--- src/rtl/pipe_retire_tracker.sv ---
// pipe_retire_tracker: shadow pipeline that follows fetched instructions to write-back,
// checks retire strobes against it and queues every retirement in a trace FIFO.
module pipe_retire_tracker #(
  parameter int          STAGES     = 4,
  parameter int          XLEN       = 32,
  parameter int          FIFO_DEPTH = 8,
  parameter int          CNT_W      = 32,
  parameter logic [31:0] END_INSTR  = 32'h0000000c
) (
  input  logic              clk,
  input  logic              rst_n,
  input  logic              fetch_valid_i,
  input  logic [XLEN-1:0]   fetch_pc_i,
  input  logic [31:0]       fetch_instr_i,
  input  logic [1:0]        fetch_type_i,
  input  logic [STAGES-1:0] stall_i,
  input  logic [STAGES-1:0] flush_i,
  input  logic              retire_i,
  input  logic              trc_ready_i,
  output logic              trc_valid_o,
  output logic [XLEN-1:0]   trc_pc_o,
  output logic [31:0]       trc_instr_o,
  output logic [1:0]        trc_type_o,
  output logic [CNT_W-1:0]  trc_seq_o,
  output logic [CNT_W-1:0]  retired_cnt_o,
  output logic              overflow_o,
  output logic              sync_err_o,
  output logic              end_seen_o
);
  localparam int L  = STAGES - 1;
  localparam int AW = $clog2(FIFO_DEPTH);
  localparam int EW = XLEN + 32 + 2 + CNT_W;

  logic [STAGES-1:0] v_q, v_d, hold, in_v, ld, clr;
  logic [XLEN-1:0]   pc_q    [STAGES];
  logic [31:0]       instr_q [STAGES];
  logic [1:0]        type_q  [STAGES];
  logic [CNT_W-1:0]  cnt_q;
  logic              ovf_q, err_q, end_q;
  logic [AW:0]       wr_q, rd_q;
  logic [EW-1:0]     mem_q [FIFO_DEPTH];
  logic              push, err, full, pop, wr_en;

  // A stalled stage freezes everything younger than it as well.
  genvar g;
  for (g = 0; g < STAGES; g++) begin : g_hold
    assign hold[g] = |stall_i[L:g];
  end

  // Retiring out of a held write-back stage empties it rather than holding it.
  always_comb begin
    in_v[0] = fetch_valid_i;
    for (int i = 1; i < STAGES; i++) in_v[i] = v_q[i-1] & ~hold[i-1];
    clr = {retire_i, {L{1'b0}}};
    ld  = ~hold & ~flush_i;
    v_d = ~flush_i & ((hold & v_q & ~clr) | (~hold & in_v));
  end

  assign push  = retire_i & v_q[L];
  assign err   = retire_i ? ~v_q[L] : v_q[L] & ~hold[L] & ~flush_i[L];
  assign full  = (wr_q[AW] != rd_q[AW]) && (wr_q[AW-1:0] == rd_q[AW-1:0]);
  assign trc_valid_o = wr_q != rd_q;
  assign pop   = trc_valid_o & trc_ready_i;
  assign wr_en = push & (~full | pop);
  assign {trc_pc_o, trc_instr_o, trc_type_o, trc_seq_o} = trc_valid_o ? mem_q[rd_q[AW-1:0]] : '0;
  assign retired_cnt_o = cnt_q;
  assign overflow_o    = ovf_q;
  assign sync_err_o    = err_q;
  assign end_seen_o    = end_q;

  always_ff @(posedge clk or negedge rst_n)
    if (!rst_n) begin
      v_q   <= '0;
      for (int i = 0; i < STAGES; i++) begin
        pc_q[i]    <= '0;
        instr_q[i] <= '0;
        type_q[i]  <= '0;
      end
      cnt_q <= '0;
      ovf_q <= 1'b0;
      err_q <= 1'b0;
      end_q <= 1'b0;
      wr_q  <= '0;
      rd_q  <= '0;
    end else begin
      v_q <= v_d;
      if (ld[0]) begin
        pc_q[0]    <= fetch_pc_i;
        instr_q[0] <= fetch_instr_i;
        type_q[0]  <= fetch_type_i;
      end
      for (int i = 1; i < STAGES; i++)
        if (ld[i]) begin
          pc_q[i]    <= pc_q[i-1];
          instr_q[i] <= instr_q[i-1];
          type_q[i]  <= type_q[i-1];
        end
      wr_q  <= wr_q + (AW+1)'(wr_en);
      rd_q  <= rd_q + (AW+1)'(pop);
      cnt_q <= cnt_q + CNT_W'(push);
      ovf_q <= ovf_q | (push & ~wr_en);
      err_q <= err_q | err;
      end_q <= end_q | (push && instr_q[L] == END_INSTR);
    end

  always_ff @(posedge clk)
    if (wr_en) mem_q[wr_q[AW-1:0]] <= {pc_q[L], instr_q[L], type_q[L], cnt_q};
endmodule

--- config.mk ---
export PLATFORM = sky130hd
export DESIGN_NAME = pipe_retire_tracker
export DESIGN_NICKNAME = d
export VERILOG_FILES = /design/src/rtl/pipe_retire_tracker.sv
export SDC_FILE = /design/constraint.sdc
export NUM_CORES = 1
export LEC_CHECK = 0
export CORE_MARGIN = 2
export CORE_UTILIZATION = 50
export DETAILED_ROUTE_END_ITERATION = 8
export PLACE_DENSITY = 0.81
export SYNTH_ARGS = -nofsm -noshare
export SYNTH_HDL_FRONTEND = slang
export SYNTH_SLANG_ARGS = --single-unit
--- constraint.sdc ---
create_clock -name clk -period 9 [get_ports clk]
set_clock_uncertainty 0.05 [all_clocks]
set_input_delay 2.7 -clock clk [delete_from_list [all_inputs] [get_ports clk]]
set_output_delay 2.7 -clock clk [all_outputs]
set_load 0.01 [all_outputs]
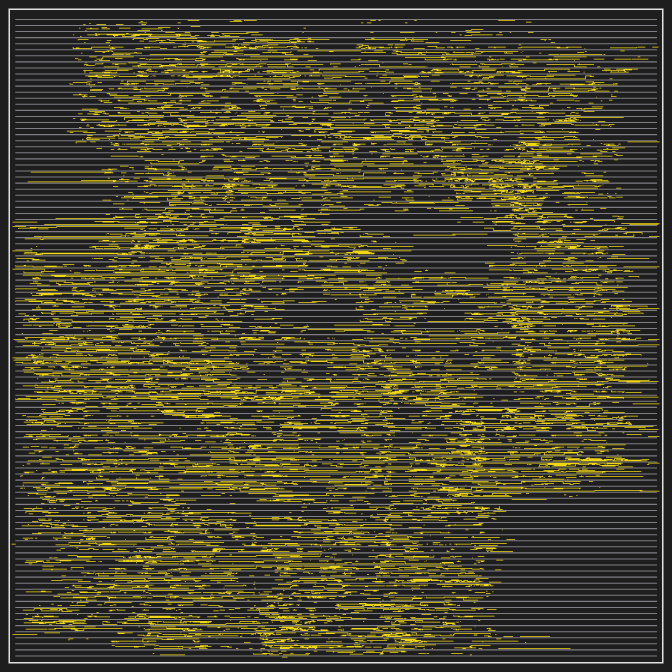
Fig. 1. Signal wires on met1 (run 1).
Supply wires on this layer in grey.
share of all routed wire	42%
longest straight run	103 um
main direction	horizontal
wire length on this layer	36.0 mm
nets with wire on the layer	2186
count of vias placed by the detailed router: 19702
wirelength, routed: 86.2 mm
M1 GR Usage: 28.2%

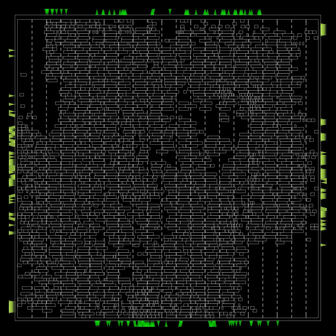
Fig. 2. Placement view (run 1).
sequential cell area share: 64.4%
filler instances: 5831
tap cell count: 1070

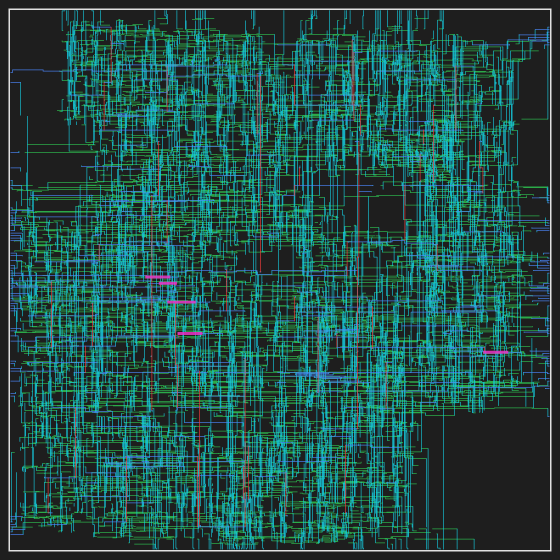
Fig. 3. Metal layers overlaid (run 1).
colour	layer	wire length
red	metal 4	1550 um
magenta	metal 5	58.0 um
blue	metal 3	5030 um
green	metal 1	36.0 mm
cyan	metal 2	43.6 mm
combined global-route utilization of all metal layers: 20.4%
drt wl/cell: 25.2 um

==> run 1: metal layers <==
| metal | part of all wire (%) | wire length [um] |
|---|---|---|
| met5 | 0.066 | 57 |
| met4 | 1.8 | 1550 |
| met3 | 5.8 | 5030 |
| met2 | 51 | 43600 |
| met1 | 42 | 36000 |
==> run 1: cells by family (layout without fill, tap and decap cells) <==
kind of cell	Yosys count	count (layout)	synth area share [%]
flip-flops	1095	1095	75.2
multiplexers	558	558	20.1
buffers and inverters	106	446	1.21
adder cells (fa/ha/maj)	6	6	0.180
other	0	1	0
AND-OR/OR-AND	12	12	0.192
AND/OR/NAND/NOR	198	198	2.27
XOR/XNOR	38	38	0.799
==> run 1: cells in the mapped netlist (2+ instances only) <==
cell and n:
sky130_fd_sc_hd__mux2_2 224, sky130_fd_sc_hd__and3b_1 2, sky130_fd_sc_hd__mux2_1 40, sky130_fd_sc_hd__and3_1 3, sky130_fd_sc_hd__ha_1 6, sky130_fd_sc_hd__xnor2_1 22, sky130_fd_sc_hd__buf_4 7, sky130_fd_sc_hd__a21oi_1 4
sky130_fd_sc_hd__nor3b_1 4, sky130_fd_sc_hd__and4_1 6, sky130_fd_sc_hd__or2_2 2, sky130_fd_sc_hd__nor4_1 11, sky130_fd_sc_hd__or3_1 3, sky130_fd_sc_hd__nor2b_1 3, sky130_fd_sc_hd__nor3_1 9, sky130_fd_sc_hd__edfxtp_1 784
sky130_fd_sc_hd__dfrtp_1 311, sky130_fd_sc_hd__o21ai_0 3, sky130_fd_sc_hd__buf_2 40, sky130_fd_sc_hd__nand4_1 11, sky130_fd_sc_hd__clkbuf_1 31, sky130_fd_sc_hd__nor2_1 110, sky130_fd_sc_hd__buf_1 18, sky130_fd_sc_hd__buf_6 4
sky130_fd_sc_hd__xor2_1 16, sky130_fd_sc_hd__inv_1 6, sky130_fd_sc_hd__nand3_1 16, sky130_fd_sc_hd__mux4_2 196, sky130_fd_sc_hd__mux2i_1 98, sky130_fd_sc_hd__nand2_1 11
==> run 1: report_power, final <==
part           internal (mW)  switching [mW]
Sequential              6.14           0.641
Clock                   2.62            1.84
Combinational           1.83            1.42
==> run 1: flip-flops by register name (all words and copies together) (netlist names) <==
name	flops
end_seen_o	1
instr_q	128
mem_q	784
overflow_o	1
pc_q	128
rd_q	4
retired_cnt_o	32
sync_err_o	1
type_q	8
v_q	4
wr_q	4
==> run 1: final cells by class <==
class,instances,area share (%)
repair buffers,241,5.03
well taps,1070,2.75
clock inverters,57,1.21
clock buffers,142,6.15
diodes,1,0.00515
flip-flops and latches,1095,64.4
multi-input cells,812,20.4
inverters,6,0.0463
==> run 1: metrics by stage <==
stage          utilization, %  setup slack [ps]  instances
2_1_floorplan               -               992       2013
3_3_place_gp             54.8              3000       3224
3_5_place_dp             54.8              2990       3224
4_1_cts                  59.1              2260       3423
5_1_grt                  59.1              2100       3423
6_report                 59.1              2270       3424
==> run 1: critical path, stage by stage (launching register included) <==
cell,delay [ps]
sky130_fd_sc_hd__dfrtp_4,1050
sky130_fd_sc_hd__buf_12,670
sky130_fd_sc_hd__mux4_2,410
sky130_fd_sc_hd__mux2i_1,460
sky130_fd_sc_hd__nor2_1,80
sky130_fd_sc_hd__clkdlybuf4s50_1,510
==> impl_metrics.toml, run 1 <==
# implementation run metrics
[outcome]
status = "finished, final reports clean"

[synth]
synth_top_area_share_pct = 56.6
synth.avg_cell_area_sq_um = 20.7
most_area_hungry_cell_type_in_the_yosys_netlist = "sky130_fd_sc_hd__edfxtp_1"
synth_seq_share_pct = 75.2
synth-seq-cells = 1095
synth.distinct_cells = 42
flop_cell = "sky130_fd_sc_hd__edfxtp_1"
yosys_warnings = 0
synth.top_cells.by_area = "sky130_fd_sc_hd__edfxtp_1 (57%), sky130_fd_sc_hd__dfrtp_1 (19%), sky130_fd_sc_hd__mux4_2 (11%), sky130_fd_sc_hd__mux2_2 (6.1%), sky130_fd_sc_hd__mux2i_1 (2.4%)"
synth-async-reset-ratio_pct = 28.4
net_count_of_the_mapped_netlist = 2098
synth.yosys.chip_area_sq_um = 41600
netlist_instances = 2013

[clocking]
cts.repair_timing.setup_buffer_count = 0
cts_repair_resize_count = 0
clockBufferDepth = 3
cts_root_buf = "sky130_fd_sc_hd__clkbuf_16"
numClockSinks = 1095
cts.hold.buffers_added = 0
cts_buffers = 105
clk_transition_reported_paths_ps = 60
worstSkewPairLatency_ps = 660
cts_max_level = 3
cts_tree = "done"

[timing]
timing.fmax_mhz = 149
hold_ws_ps = 429
setup-tns-final_ps = 0
rsz0062_at_grt = "false"
transition_time_at_the_pin_with_the_least_slew_margin_ps = 1070
timing_max_transition_violations_final = 0
period_used_pct = 74.8
relSlewSlack_pct = 28.5
min_period_ps = 6730
finalSetupViolCount = 0

[critical_path]
launch_point_of_the_worst_reg_to_reg_path = "rd_q[2]"
timing.critical_path.to = "trc_instr_o[4]"
r2r-end = "mem_q[0][87]"
crit_path_start_kind = "flop"
endpoint_kind = "output pin"
cp-startpoint = "rd_q[1]"
setup.reg_to_reg.worst_slack_ps = 5160
worstSetupPathType = "flop to output pin"
timing.critical_path.arrival_ps = 3980
worst-r2r-cell-count = 6
crit_path_max_fanout = 138
worst-endpoint-required_ps = 6250

[cells_and_area]
post-route-cell-area_sq_um = 48600
fraction_of_final_layout_cells_with_drive_strength_greater_than_1_pct = 27.3
layout.area.comb_sq_um = 9900
layout.cells.most_common_list = "sky130_fd_sc_hd__edfxtp_1 (784), sky130_fd_sc_hd__dfrtp_1 (308), sky130_fd_sc_hd__mux2_2 (224)"
layout.nets = 2346
area_growth_syn_to_layout_pct = 16.8
register_area_sq_um = 31300
layout.cells.most_common = "sky130_fd_sc_hd__edfxtp_1"

[drt]
drc = 0
drt_first_pass_iters = 5
antenna_left = 0
routed_via_density = 5.75
drt-initial-drc-count = 1766

[die]
fp.dieArea_sq_um = 85600
boundaryPins = 213
floorplanUtilization_pct = 50.6
core_sq_um = 82200
die_height_um = 293
chipWidth_um = 293

[global_route]
vias_in_the_first_global_route = 20989
grt.met3_usage_pct = 3.35
globalRouteOverflowTotal = 0
grt_first_pass_wirelength_mm = 131
grt_start_max_net_pins = 167
grt_antenna_before_repair = 8
globalRoute.busiestLayer = "met2"
gr-usage-met2_pct = 34.3

[flow_run]
maxCapViolations = 0

[min_path]
holdPathEnd = "instr_q[126]"
min_delay_path_depth = 1
worstHoldStart = "instr_q[126]"

[pwr]
powerDensity_nw_per_um2 = 298
power.ir.vdd_worst_mv = 0.227
overall_power_consumption_mw = 14.5
leakage_power_figure_nw = 18.0

[place]
dpl.hpwl_mm = 47.7
gp_congestion = 0.753
placement.io_buffers = 212
==> run 1 -> run 2 <==
- PLACE_DENSITY: 0.81 -> 0.78
- clock period: 9 -> 6.9 ns (I/O delays scaled with it)
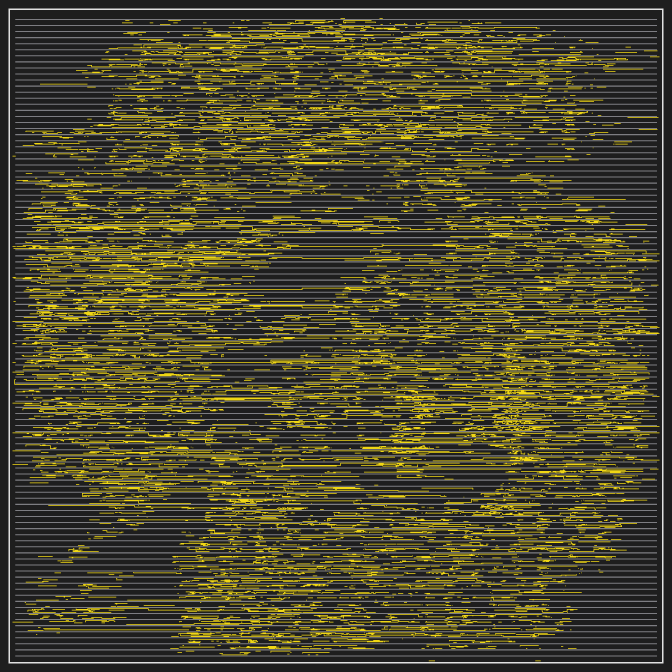
Fig. 4. Signal wires on met1 (run 2).
Supply wires on this layer in grey.
share of all routed wire	43%
longest straight run	77.3 um
nets with wire on the layer	2199
main direction	horizontal
wire length on this layer	36.8 mm
wirelength, routed: 86.4 mm
count of vias placed by the detailed router: 19739
M1 GR Usage: 28.6%

==> impl_metrics.toml, run 2 <==
# implementation run metrics
[min_path]
worstHoldStart = "end_seen_o"

[place]
gp_congestion = 0.754

[clocking]
clk_transition_reported_paths_ps = 60
cts_buffers = 107
numClockSinks = 1095
cts.repair_timing.setup_buffer_count = 0
clockBufferDepth = 3
cts.hold.buffers_added = 0
cts_root_buf = "sky130_fd_sc_hd__clkbuf_16"

[critical_path]
setup.reg_to_reg.worst_slack_ps = 3660
cp.buffers_inverters = 2
critical_path.cell_chain = "buf_4 > mux4_2 > mux2i_1 > nor2_1 > clkdlybuf4s50_1"
path_delay_family = "buffers and inverters"
worst-r2r-cell-count = 5
crit_path_start_kind = "flop"
critPathSlowestCell = "sky130_fd_sc_hd__dfrtp_4"
crit_path_max_fanout = 49
endpoint_kind = "output pin"

[synth]
yosys_warnings = 0
synth.yosys.chip_area_sq_um = 41600
net_count_of_the_mapped_netlist = 2098
synth_seq_share_pct = 75.2
synth.distinct_cells = 42

[global_route]
grt_first_pass_wirelength_mm = 132
grt_start_max_net_pins = 121

[timing]
rsz0062_at_grt = "false"
period_used_pct = 82.7
relSlewSlack_pct = 18.9
finalSetupViolCount = 0
timing.fmax_mhz = 175
hold_ws_ps = 425

[drt]
routed_via_density = 5.75
drt_first_pass_iters = 5
antenna_left = 0

[pwr]
leakage_power_figure_nw = 18.1

[cells_and_area]
fillCellCount = 5854
layout.nets = 2354
fin_util_pct = 59.4
layout.cells.most_common = "sky130_fd_sc_hd__edfxtp_1"

[die]
core_sq_um = 82200
chipWidth_um = 293

[outcome]
status = "finished, final reports clean"
[run 2: cell counts after synthesis]
Identical to the previous run, type by type.
[run 2: cells by family after synthesis]
family	after synthesis	synth area share, %
DFF	1095	75.2
muxes	558	20.1
and+or+nand+nor	198	2.27
buffers and inverters	106	1.21
xor gates and xnor gates	38	0.799
AOI/OAI and AO/OA	12	0.192
adders and majority gates	6	0.180
[run 2: layout make-up]
cell class / count / area (sq um) / share of cell area, %
Sequential cell: 1095 / 31300 / 64.2
Multi-Input combinational cell: 812 / 9900 / 20.3
Clock buffer: 150 / 3050 / 6.25
Timing Repair Buffer: 247 / 2600 / 5.33
Tap cell: 1070 / 1340 / 2.74
Clock inverter: 53 / 554 / 1.14
Inverter: 6 / 22.5 / 0.0461
Antenna cell: 2 / 5.00 / 0.0103
[run 2: where the power goes]
group	total (mW)	internal [mW]	leakage, nW	switching (mW)
Combinational	4.36	2.42	4.71	1.94
Clock	5.87	3.46	1.77	2.41
Sequential	8.80	8.01	11.6	0.793
[run 2: metal layers]
metal  up-vias  part of all wire [%]  track usage (%)
li1       8513                     -                -
met1     10458                    43             28.6
met2       676                    49             33.5
met3        92                   6.8             4.22
met4         0                   1.6             5.15
met5         -                     0                0
[run 2: worst max path at each step]
| stage | to | cells past startpoint | from |
|---|---|---|---|
| after floorplan | mem_q[5][0] | 4 | retire_i |
| after global placement | trc_pc_o[15] | 5 | rd_q[1] |
| after detailed placement | trc_pc_o[15] | 5 | rd_q[1] |
| after CTS | trc_pc_o[15] | 5 | rd_q[1] |
| after global routing | trc_pc_o[15] | 5 | rd_q[1] |
| final | trc_pc_o[15] | 5 | rd_q[1] |
[run 2: stage by stage]
step	setup slack, ps	instances	instance area [sq um]	TNS [ps]	total power, mW
final	1190	3435	48800	0	19.0
after global routing	1020	3434	48800	0	19.9
after CTS	1120	3433	48800	0	19.3
after detailed placement	1840	3230	45200	0	13.4
after global placement	1870	3230	45200	0	13.2
after floorplan	-159	2013	41700	-28740	11.4
==> run 2 -> run 3 <==
- clock period: 6.9 -> 5.9 ns (I/O delays scaled with it)
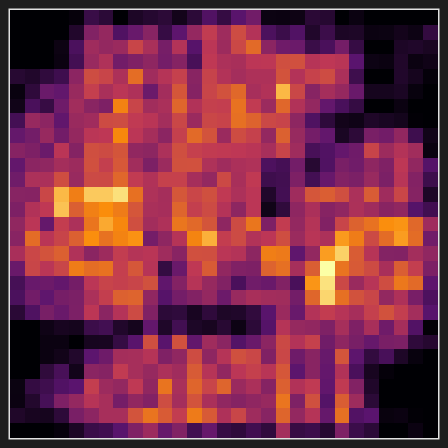
Fig. 5. Wiring heat map (run 3).
29 x 29 tiles, from black (low) to pale yellow (high), scaled to the fullest tile. Values are wire area over tile area, all layers added.
emptiest ninth of the die	north-east
mean over tiles	0.16
nearly empty tiles	7.8%
fullest tile	0.45
densest ninth of the die	west
tiles over half the peak	26%
combined global-route utilization of all metal layers: 20.8%
wirelength, routed: 87.0 mm
count of vias placed by the detailed router: 19933
drt wl/cell: 25.3 um

==> impl_metrics.toml, run 3 <==
# implementation run metrics
[cells_and_area]
register_area_sq_um = 31300
layout.cells.most_common_list = "sky130_fd_sc_hd__edfxtp_1 (784), sky130_fd_sc_hd__dfrtp_1 (308), sky130_fd_sc_hd__mux2_2 (224)"
layout.nets = 2362
fillCellCount = 5753
antenna-diode-count = 0
fraction_of_final_layout_cells_with_drive_strength_greater_than_1_pct = 27.5
flip_flop_count_of_the_largest_register_after_layout = 784

[critical_path]
cp-startpoint = "rd_q[0]"
r2r-end = "mem_q[2][4]"
timing.critical_path.to = "trc_pc_o[31]"
crit_path_start_kind = "flop"
worstSetupPathType = "flop to output pin"
worst-r2r-cell-count = 5
crit_path_max_fanout = 35
endpoint_kind = "output pin"
timing.critical_path.arrival_ps = 3490
critical_path.cell_chain = "buf_12 > mux4_2 > mux2i_1 > nor2_1 > clkdlybuf4s50_1"
path_delay_family = "multiplexers"
critical-path-max-stage-delay_ps = 830
launch_point_of_the_worst_reg_to_reg_path = "rd_q[1]"
worst-endpoint-required_ps = 4080
cp.buffers_inverters = 2
setup.reg_to_reg.worst_slack_ps = 2630
cp.depth = 5

[clocking]
cts_root_buf = "sky130_fd_sc_hd__clkbuf_16"
clk_transition_reported_paths_ps = 60
cts.hold.buffers_added = 0
cts_tree = "done"
clockBufferDepth = 3
cts_repair_resize_count = 0
cts_buffers = 108
numClockSinks = 1095
cts.repair_timing.setup_buffer_count = 0
cts_max_level = 3

[timing]
min_period_ps = 5310
timing_max_transition_violations_final = 0
period_used_pct = 90.0
rsz0062_at_grt = "false"
hold_ws_ps = 433
relSlewSlack_pct = 32.1
timing.fmax_mhz = 188
transition_time_at_the_pin_with_the_least_slew_margin_ps = 1010
finalSetupViolCount = 0
post-route-worst-setup-slack_ps = 590
setup-tns-final_ps = 0

[drt]
routed_via_density = 5.79
drt-initial-drc-count = 1752
drt_first_pass_iters = 5
drc = 0
antenna_left = 0

[pwr]
powerDensity_nw_per_um2 = 458
overall_power_consumption_mw = 22.4
power.ir.vdd_worst_mv = 0.316

[synth]
commonest_cells_post_synth = "sky130_fd_sc_hd__edfxtp_1 (784), sky130_fd_sc_hd__dfrtp_1 (311), sky130_fd_sc_hd__mux2_2 (224), sky130_fd_sc_hd__mux4_2 (196), sky130_fd_sc_hd__nor2_1 (110)"
synth-seq-cells = 1095
net_count_of_the_mapped_netlist = 2098
yosys_warnings = 0
synth.distinct_cells = 42
netlist_instances = 2013
synth_seq_share_pct = 75.2
synth-async-reset-ratio_pct = 28.4
most_area_hungry_cell_type_in_the_yosys_netlist = "sky130_fd_sc_hd__edfxtp_1"
most_frequent_cell_after_synthesis = "sky130_fd_sc_hd__edfxtp_1"
synth.yosys.chip_area_sq_um = 41600

[place]
placed_area_sq_um = 45300
placement.io_buffers = 212
dpl.hpwl_mm = 48.7
dp_worst_setup_slack_ps = 1180

[die]
chipWidth_um = 293
floorplanUtilization_pct = 50.6
die_height_um = 293
core_sq_um = 82200
fp.dieArea_sq_um = 85600
boundaryPins = 213

[global_route]
globalRouteOverflowTotal = 0
vias_in_the_first_global_route = 21215
grt_antenna_before_repair = 3
grt_start_max_net_pins = 101
grt_first_pass_wirelength_mm = 133

[flow_run]
maxCapViolations = 0

[outcome]
status = "finished, final reports clean"
run 3: cell counts after synthesis:
No cell type changed its count.
run 3: metrics by stage:
stage,utilization (%),instances
after global routing,59.6,3442
after CTS,59.6,3442
after global placement,55.1,3237
after detailed placement,55.1,3237
after floorplan,-,2013
final,59.6,3442
run 3: layout make-up:
| class | count | share of cell area [%] |
|---|---|---|
| inverters | 6 | 0.0460 |
| clock inverters | 61 | 1.31 |
| multi-input cells | 812 | 20.2 |
| clock buffers | 144 | 6.19 |
| flip-flops and latches | 1095 | 63.9 |
| repair buffers | 254 | 5.57 |
| well taps | 1070 | 2.73 |
run 3: layer usage:
layer	vias to the layer above	routed length (um)	GRT usage, %
met5	-	10	0
met4	2	1440	5.58
met3	112	6540	3.68
met2	715	42500	33.4
met1	10558	36500	29.7
li1	8546	-	-
run 3: how the worst min path moves through the flow:
stage | from | endpoint | cells after the start
2_1_floorplan | instr_q[100] | instr_q[100] | 1
3_3_place_gp | instr_q[111] | instr_q[111] | 1
3_5_place_dp | instr_q[111] | instr_q[111] | 1
4_1_cts | instr_q[111] | instr_q[111] | 1
5_1_grt | instr_q[111] | instr_q[111] | 1
6_report | instr_q[111] | instr_q[111] | 1
run 3: report_power, final:
part	internal (mW)	switching [mW]	leakage (nW)	total, mW
clock network	4.14	2.84	1.80	6.98
logic	2.84	2.29	4.76	5.13
registers	9.37	0.955	11.6	10.3
total	16.3	6.09	18.2	22.4
run 3: logic make-up (layout without fill, tap and decap cells):
family / Yosys count / in the layout / share of synthesized area, %
flip-flops: 1095 / 1095 / 75.2
XOR/XNOR: 38 / 38 / 0.799
adder cells (fa/ha/maj): 6 / 6 / 0.180
AND-OR/OR-AND: 12 / 12 / 0.192
buffers and inverters: 106 / 465 / 1.21
AND/OR/NAND/NOR: 198 / 198 / 2.27
multiplexers: 558 / 558 / 20.1

==> notes/layouts.md <==
Pictures saved along the way, in no particular order.

Cells coloured by class.
Bar = 100 um. Fill, decap, tap and diode cells in grey.
picture 1
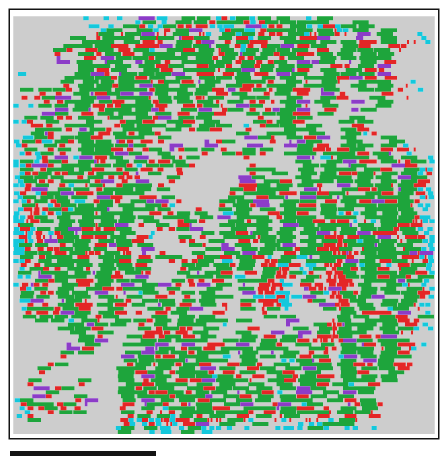
picture 2
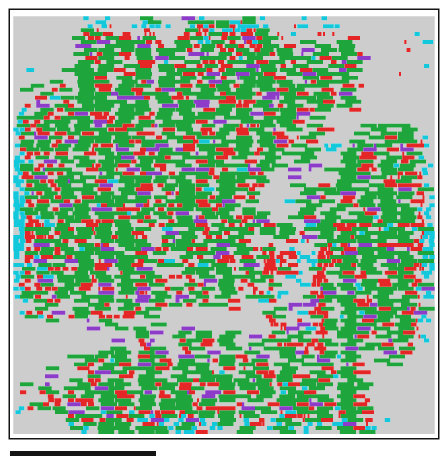
picture 3
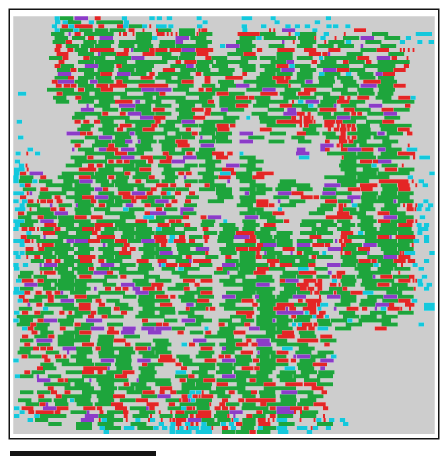
picture 3 -> run 1
picture 2 -> run 3
picture 1 -> run 2

Key to picture 1:
colour	class	cells
purple	clock drivers and dummy loads	203
red	combinational and other logic	818
green	flops	1095
cyan	other buffers and delay cells	247

Power figures rest on the tool's default switching activity, not on a simulated workload.
